$ cat src/rtl/apb_device_info_generic.sv
// apb_device_info_generic
//   APB device information block: die serial number, IDCODE, USERCODE and
//   status. Sequences an external DNA-style serial shift port after a boot
//   delay and fetches IDCODE from an external config-port sequencer through a
//   level request / pulse acknowledge handshake guarded by a timeout. Both
//   fetches can be re-triggered by software through CONTROL.
//   Optional feature: define DEVINFO_SCRATCH_EN to add a 32-bit R/W SCRATCH
//   register at 0x20; without it 0x20 is unmapped.
module apb_device_info_generic #(
   parameter int SERIAL_WIDTH   = 57,
   parameter int BOOT_DELAY     = 1024,
   parameter int IDCODE_TIMEOUT = 4096
) (
   input  logic        pclk,
   input  logic        preset_n,
   input  logic        psel,
   input  logic        penable,
   input  logic        pwrite,
   input  logic [7:0]  paddr,
   input  logic [31:0] pwdata,
   output logic [31:0] prdata,
   output logic        pready,
   output logic        pslverr,
   output logic        dna_read,
   output logic        dna_shift,
   input  logic        dna_dout,
   output logic        idcode_req,
   input  logic        idcode_ack,
   input  logic [31:0] idcode_data,
   input  logic [31:0] usercode
);

   localparam int BOOT_W = $clog2(BOOT_DELAY + 1);
   localparam int CNT_W  = (SERIAL_WIDTH > 1) ? $clog2(SERIAL_WIDTH) : 1;
   localparam int TMR_W  = $clog2(IDCODE_TIMEOUT + 1);

   localparam logic [7:0] ADDR_STATUS   = 8'h00;
   localparam logic [7:0] ADDR_IDCODE   = 8'h04;
   localparam logic [7:0] ADDR_CONTROL  = 8'h08;
   localparam logic [7:0] ADDR_SERIAL3  = 8'h0C;
   localparam logic [7:0] ADDR_SERIAL2  = 8'h10;
   localparam logic [7:0] ADDR_SERIAL1  = 8'h14;
   localparam logic [7:0] ADDR_SERIAL0  = 8'h18;
   localparam logic [7:0] ADDR_USERCODE = 8'h1C;
`ifdef DEVINFO_SCRATCH_EN
   localparam logic [7:0] ADDR_SCRATCH  = 8'h20;
`endif

   typedef enum logic [1:0] {
      SER_BOOT  = 2'd0,
      SER_LOAD  = 2'd1,
      SER_SHIFT = 2'd2,
      SER_DONE  = 2'd3
   } ser_state_t;

   typedef enum logic [1:0] {
      ID_BOOT = 2'd0,
      ID_REQ  = 2'd1,
      ID_DONE = 2'd2
   } id_state_t;

   // boot delay
   logic [BOOT_W-1:0]       boot_cnt_r;
   logic                    boot_done_r;

   // APB decode
   logic                    access_s;
   logic                    ctrl_wr_s;
   logic                    rescan_s;
   logic                    rerequest_s;
   logic [31:0]             rd_data_s;
   logic                    rd_ok_s;
   logic                    wr_ok_s;
   logic [127:0]            serial_ext_s;

   // serial FSM
   ser_state_t              ser_state_r;
   ser_state_t              ser_state_nxt_s;
   logic [SERIAL_WIDTH-1:0] serial_r;
   logic [SERIAL_WIDTH-1:0] serial_nxt_s;
   logic [CNT_W-1:0]        ser_cnt_r;
   logic [CNT_W-1:0]        ser_cnt_nxt_s;
   logic                    serial_valid_r;
   logic                    serial_valid_nxt_s;
   logic                    dna_read_r;
   logic                    dna_shift_r;

   // IDCODE FSM
   id_state_t               id_state_r;
   id_state_t               id_state_nxt_s;
   logic [TMR_W-1:0]        id_timer_r;
   logic [TMR_W-1:0]        id_timer_nxt_s;
   logic [31:0]             idcode_r;
   logic [31:0]             idcode_nxt_s;
   logic                    id_valid_r;
   logic                    id_valid_nxt_s;
   logic                    id_err_r;
   logic                    id_err_nxt_s;
   logic                    idcode_req_r;

   logic                    serial_busy_s;
   logic                    idcode_busy_s;

`ifdef DEVINFO_SCRATCH_EN
   logic [31:0]             scratch_r;
`endif

   // Upper write-data bits are only meaningful for SCRATCH.
   logic                    unused_wdata_s;
   assign unused_wdata_s = &{1'b0, pwdata[31:2]};

   // ------------------------------------------------------------------
   // Boot delay: no primitive is touched until the counter expires.
   // ------------------------------------------------------------------

   // Count BOOT_DELAY cycles after reset release, then hold boot_done.
   always_ff @(posedge pclk or negedge preset_n) begin
      if (!preset_n) begin
         boot_cnt_r  <= '0;
         boot_done_r <= 1'b0;
      end else if (!boot_done_r) begin
         if (boot_cnt_r == BOOT_W'(BOOT_DELAY - 1)) begin
            boot_done_r <= 1'b1;
         end else begin
            boot_cnt_r <= boot_cnt_r + BOOT_W'(1);
         end
      end
   end

   // ------------------------------------------------------------------
   // APB decode: zero wait states, CONTROL bits act on the access phase.
   // ------------------------------------------------------------------
   assign access_s     = psel & penable;
   assign ctrl_wr_s    = access_s & pwrite & (paddr == ADDR_CONTROL);
   assign rescan_s     = ctrl_wr_s & pwdata[0];
   assign rerequest_s  = ctrl_wr_s & pwdata[1];
   assign serial_ext_s = 128'(serial_r);

   assign serial_busy_s = (ser_state_r == SER_LOAD) || (ser_state_r == SER_SHIFT);
   assign idcode_busy_s = (id_state_r == ID_REQ);

   // Read mux plus per-address read/write legality.
   always_comb begin
      rd_data_s = 32'h0;
      rd_ok_s   = 1'b1;
      wr_ok_s   = 1'b0;
      case (paddr)
         ADDR_STATUS:   rd_data_s = {27'h0, id_err_r, idcode_busy_s, serial_busy_s,
                                     serial_valid_r, id_valid_r};
         ADDR_IDCODE:   rd_data_s = idcode_r;
         ADDR_CONTROL:  begin
            rd_data_s = 32'h0;
            wr_ok_s   = 1'b1;
         end
         ADDR_SERIAL3:  rd_data_s = serial_ext_s[127:96];
         ADDR_SERIAL2:  rd_data_s = serial_ext_s[95:64];
         ADDR_SERIAL1:  rd_data_s = serial_ext_s[63:32];
         ADDR_SERIAL0:  rd_data_s = serial_ext_s[31:0];
         ADDR_USERCODE: rd_data_s = usercode;
`ifdef DEVINFO_SCRATCH_EN
         ADDR_SCRATCH:  begin
            rd_data_s = scratch_r;
            wr_ok_s   = 1'b1;
         end
`endif
         default:       rd_ok_s = 1'b0;
      endcase
   end

   assign pready  = access_s;
   assign prdata  = (access_s && !pwrite) ? rd_data_s : 32'h0;
   assign pslverr = access_s & (pwrite ? ~wr_ok_s : ~rd_ok_s);

`ifdef DEVINFO_SCRATCH_EN
   // Software scratch register, written on the access phase.
   always_ff @(posedge pclk or negedge preset_n) begin
      if (!preset_n) begin
         scratch_r <= 32'h0;
      end else if (access_s && pwrite && (paddr == ADDR_SCRATCH)) begin
         scratch_r <= pwdata;
      end
   end
`endif

   // ------------------------------------------------------------------
   // Serial FSM: one READ pulse, then exactly SERIAL_WIDTH shift samples.
   // The port presents its MSB right after READ, so every SHIFT cycle both
   // samples dna_dout and advances the external register.
   // ------------------------------------------------------------------

   // Serial next-state and datapath.
   always_comb begin
      ser_state_nxt_s    = ser_state_r;
      serial_nxt_s       = serial_r;
      ser_cnt_nxt_s      = ser_cnt_r;
      serial_valid_nxt_s = serial_valid_r;
      case (ser_state_r)
         SER_BOOT: begin
            if (boot_done_r) begin
               ser_state_nxt_s = SER_LOAD;
            end else begin
               ser_state_nxt_s = SER_BOOT;
            end
         end
         SER_LOAD: begin
            ser_state_nxt_s = SER_SHIFT;
            ser_cnt_nxt_s   = '0;
         end
         SER_SHIFT: begin
            serial_nxt_s = SERIAL_WIDTH'({serial_r, dna_dout});
            if (ser_cnt_r == CNT_W'(SERIAL_WIDTH - 1)) begin
               ser_state_nxt_s    = SER_DONE;
               serial_valid_nxt_s = 1'b1;
            end else begin
               ser_cnt_nxt_s = ser_cnt_r + CNT_W'(1);
            end
         end
         SER_DONE: begin
            if (rescan_s) begin
               serial_nxt_s       = '0;
               serial_valid_nxt_s = 1'b0;
               ser_state_nxt_s    = SER_LOAD;
            end else begin
               ser_state_nxt_s = SER_DONE;
            end
         end
         default: ser_state_nxt_s = SER_BOOT;
      endcase
   end

   // Serial state, datapath and registered port controls.
   always_ff @(posedge pclk or negedge preset_n) begin
      if (!preset_n) begin
         ser_state_r    <= SER_BOOT;
         serial_r       <= '0;
         ser_cnt_r      <= '0;
         serial_valid_r <= 1'b0;
         dna_read_r     <= 1'b0;
         dna_shift_r    <= 1'b0;
      end else begin
         ser_state_r    <= ser_state_nxt_s;
         serial_r       <= serial_nxt_s;
         ser_cnt_r      <= ser_cnt_nxt_s;
         serial_valid_r <= serial_valid_nxt_s;
         dna_read_r     <= (ser_state_nxt_s == SER_LOAD);
         dna_shift_r    <= (ser_state_nxt_s == SER_SHIFT);
      end
   end

   assign dna_read  = dna_read_r;
   assign dna_shift = dna_shift_r;

   // ------------------------------------------------------------------
   // IDCODE FSM: request held for at most IDCODE_TIMEOUT cycles; an ack
   // arriving on the final cycle still counts as success.
   // ------------------------------------------------------------------

   // IDCODE next-state and datapath.
   always_comb begin
      id_state_nxt_s = id_state_r;
      id_timer_nxt_s = id_timer_r;
      idcode_nxt_s   = idcode_r;
      id_valid_nxt_s = id_valid_r;
      id_err_nxt_s   = id_err_r;
      case (id_state_r)
         ID_BOOT: begin
            if (boot_done_r) begin
               id_state_nxt_s = ID_REQ;
               id_timer_nxt_s = '0;
            end else begin
               id_state_nxt_s = ID_BOOT;
            end
         end
         ID_REQ: begin
            if (idcode_ack) begin
               idcode_nxt_s   = idcode_data;
               id_valid_nxt_s = 1'b1;
               id_err_nxt_s   = 1'b0;
               id_state_nxt_s = ID_DONE;
            end else if (id_timer_r == TMR_W'(IDCODE_TIMEOUT - 1)) begin
               id_valid_nxt_s = 1'b0;
               id_err_nxt_s   = 1'b1;
               id_state_nxt_s = ID_DONE;
            end else begin
               id_timer_nxt_s = id_timer_r + TMR_W'(1);
            end
         end
         ID_DONE: begin
            if (rerequest_s) begin
               id_valid_nxt_s = 1'b0;
               id_err_nxt_s   = 1'b0;
               id_timer_nxt_s = '0;
               id_state_nxt_s = ID_REQ;
            end else begin
               id_state_nxt_s = ID_DONE;
            end
         end
         default: id_state_nxt_s = ID_BOOT;
      endcase
   end

   // IDCODE state, captured value, flags and registered request.
   always_ff @(posedge pclk or negedge preset_n) begin
      if (!preset_n) begin
         id_state_r   <= ID_BOOT;
         id_timer_r   <= '0;
         idcode_r     <= 32'h0;
         id_valid_r   <= 1'b0;
         id_err_r     <= 1'b0;
         idcode_req_r <= 1'b0;
      end else begin
         id_state_r   <= id_state_nxt_s;
         id_timer_r   <= id_timer_nxt_s;
         idcode_r     <= idcode_nxt_s;
         id_valid_r   <= id_valid_nxt_s;
         id_err_r     <= id_err_nxt_s;
         idcode_req_r <= (id_state_nxt_s == ID_REQ);
      end
   end

   assign idcode_req = idcode_req_r;

endmodule

$ cat config.mk
export PLATFORM = sky130hd
export DESIGN_NAME = apb_device_info_generic
export DESIGN_NICKNAME = d
export VERILOG_FILES = /design/src/rtl/apb_device_info_generic.sv
export SDC_FILE = /design/constraint.sdc
export NUM_CORES = 1
export LEC_CHECK = 0
export CAP_MARGIN = 20
export CORE_ASPECT_RATIO = 1.25
export CORE_MARGIN = 10
export CORE_UTILIZATION = 48
export CTS_BUF_LIST = sky130_fd_sc_hd__clkbuf_8
export DETAILED_ROUTE_END_ITERATION = 8
export PLACE_DENSITY = 0.82
export SETUP_SLACK_MARGIN = 0.05
export SLEW_MARGIN = 20
export SYNTH_ARGS = -nofsm -noshare
export SYNTH_HDL_FRONTEND = slang
export SYNTH_SLANG_ARGS = --single-unit
$ cat constraint.sdc
create_clock -name pclk -period 1.95 [get_ports pclk]
set_input_delay 0.39 -clock pclk [delete_from_list [all_inputs] [get_ports pclk]]
set_output_delay 0.39 -clock pclk [all_outputs]
set_load 0.02 [all_outputs]
run_1/layer_met2.png
The bar under the picture is 50 um long.
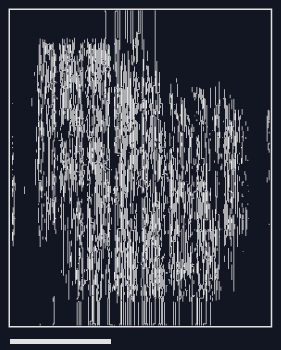
share of all routed wire: 52%
wire length on this layer: 12400 um
met2 track demand over resource: 39.8%
DR vias: 6950
aggregate routed wire length: 23.8 mm

run_1/power_grid.png
Pins as bars on the die edge. Tap cells in grey.
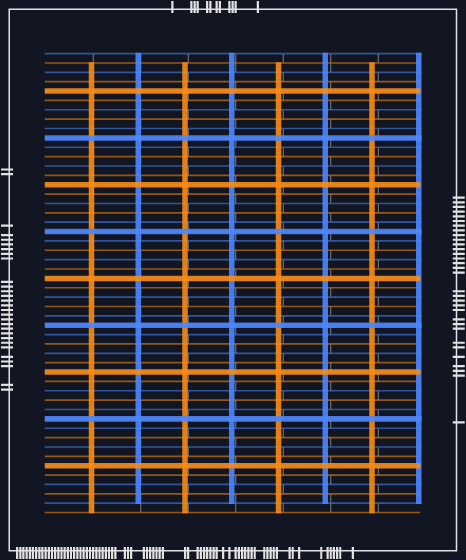
legend:
  VDD:
    colour: blue
  VSS:
    colour: orange
rows: 49
met5 straps: 9
DIE WIDTH: 129 um
height of the die: 157 um
maximum ir drop on the vdd rail: 0.569 mV
Core Box Area: 0.0145 mm^2

==> PnR_summary.wiki, run 1 <==
== Implementation results ==
{| class="wikitable"
! Metric !! Value
|-
| Run status || complete, but fails checks
|-
| Violations in the final reports || setup timing
|-
| Net load switching power || 1.58 mW
|-
| Cts repair resizes || ~300
|-
| Smallest setup slack after layout || -0.510 ns
|-
| Number of placed instances, taps included || 1068
|-
| XORs/XNORs by Area || about 1.1%
|-
| Multi-input gates || 529
|-
| Largest reg by FF count || serial_r
|-
| Yosys synthesis warning count || 0
|-
| Layout overhead on the synthesized area || 51.3%
|-
| Combinational group power || 0.708 mW
|-
| Clock-cell share of area || under 10%
|-
| Flip-flop and latch count after synthesis || 130
|-
| Port Buf Inserts || approximately 120
|-
| Count of routing violations after the opening detailed-route iteration || 640
|-
| Number of nets at floorplan || between 800 and 900
|-
| First-pass GRT wire length || 37.1 mm
|-
| Leading registers by flop count || serial_r x57, idcode_r x32, id_timer_r x13
|-
| Pwr per Cell Area || 534 mW/mm^2
|-
| Routed wire length on met3 || ~1.4 mm
|-
| Share of the synthesized area in the top cell type || between 40% and 50%
|-
| Instance area after placement || between 0.009 and 0.01 mm^2
|-
| Endpoint of the most critical setup path || prdata[2]
|-
| # setup viols final || about 42
|-
| Synth Area in Compound Gates || 16.6%
|-
| Number of hold violations in the final report || 0
|-
| Met3 GRT Util || under 10%
|-
| # nets final || around 1100
|-
| TritonCTS clock tree || done
|-
| Overall Global Routing Usage || roughly 23%
|-
| Pre-Place Util || about half
|-
| Final tally of max-slew violations || 0
|-
| Max clock buf depth || 2
|-
| Vias in the first global route || 7042
|-
| Final period utilization || 126%
|-
| Prevailing logic family in the synthesized netlist || multiplexers
|}
run_1/placement_by_type.png
The bar under the picture is 50 um long. Fill, decap, tap and diode cells in grey.
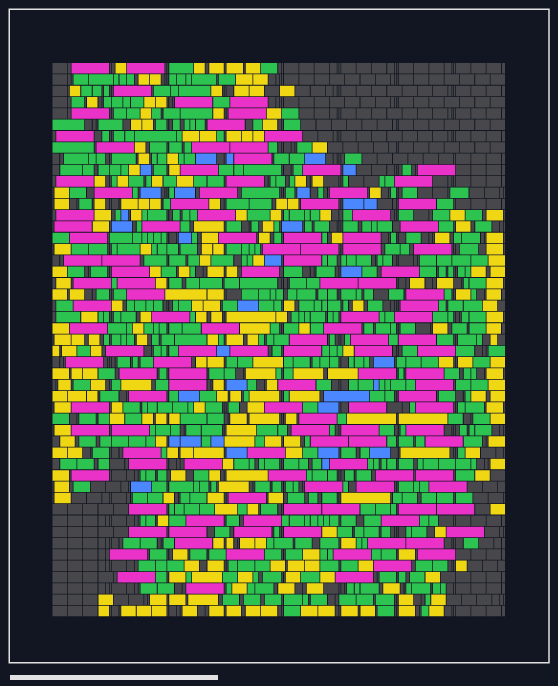
legend:
  clock drivers and dummy loads:
    colour: blue
    cells: 32
    share_of_their_area: 3.5%
  combinational and other logic:
    colour: green
    cells: 544
    share_of_their_area: 41%
  remaining buffers and delay cells:
    colour: yellow
    cells: 248
    share_of_their_area: 25%
  sequential cells:
    colour: magenta
    cells: 130
    share_of_their_area: 31%
placement row count: 49
final non-filler cell area: 0.0109 mm^2
Seq area share: 29.9%
final cell utilization of the core: 74.9%

==> run 2, diff against run 1 <==
- CORE_UTILIZATION: 48 -> 58
- CTS_CLUSTER_DIAMETER: not set -> 150
- PLACE_DENSITY: 0.82 -> 0.92
- clock period: 1.95 -> 3.03 ns (I/O delays scaled with it)
run_2/layer_met2.png
The bar under the picture is 20 um long.
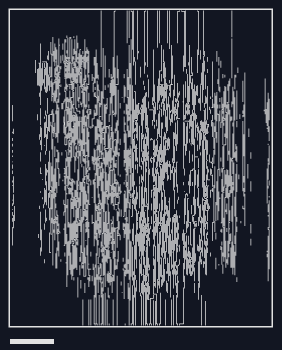
wire length on this layer: 10800 um
share of all routed wire: 52%
met2 track demand over resource: 41.7%
DR vias: 6411
aggregate routed wire length: 20.6 mm

==> run 2 against run 1 <==
Compared with the run above:
- the run now ends clean
- design area fell by 17%
- hold slack worse by 0.30 ns
- total power is 35% lower
- critical path type is now input pin to output pin
==> PnR_summary.wiki, run 2 <==
== Implementation results ==
{| class="wikitable"
! Metric !! Value
|-
| Run status || finished, final reports clean
|-
| Number of placed instances, taps included || between 900 and 1000
|-
| Number of hold violations in the final report || 0
|-
| Combinational group power || 0.331 mW
|-
| Number of nets at floorplan || about 850
|-
| Net load switching power || 0.879 mW
|-
| Maximum ir drop on the vdd rail || ~0.26 mV
|-
| Clock-cell share of area || around 4.8%
|-
| Prevailing logic family in the synthesized netlist || multiplexers
|-
| Smallest setup slack after layout || 0.0533 ns
|-
| Port Buf Inserts || 117
|-
| Pwr per Cell Area || 415 mW/mm^2
|-
| Largest reg by FF count || serial_r
|-
| Overall Global Routing Usage || a little under a quarter
|-
| Final cell utilization of the core || about three quarters
|-
| Instance area after placement || slightly below 0.009 mm^2
|-
| First-pass GRT wire length || ~33 mm
|-
| Count of routing violations after the opening detailed-route iteration || 587
|-
| Final period utilization || a little over nine tenths
|-
| Share of the synthesized area in the top cell type || between 40% and 50%
|-
| Layout overhead on the synthesized area || 26.1%
|-
| Flip-flop and latch count after synthesis || 130
|-
| # nets final || about 970
|-
| TritonCTS clock tree || done
|-
| Core Box Area || ~0.012 mm^2
|-
| Pre-Place Util || around three fifths
|-
| Placement row count || between 40 and 50
|}
Power and IR drop assume default switching activity.
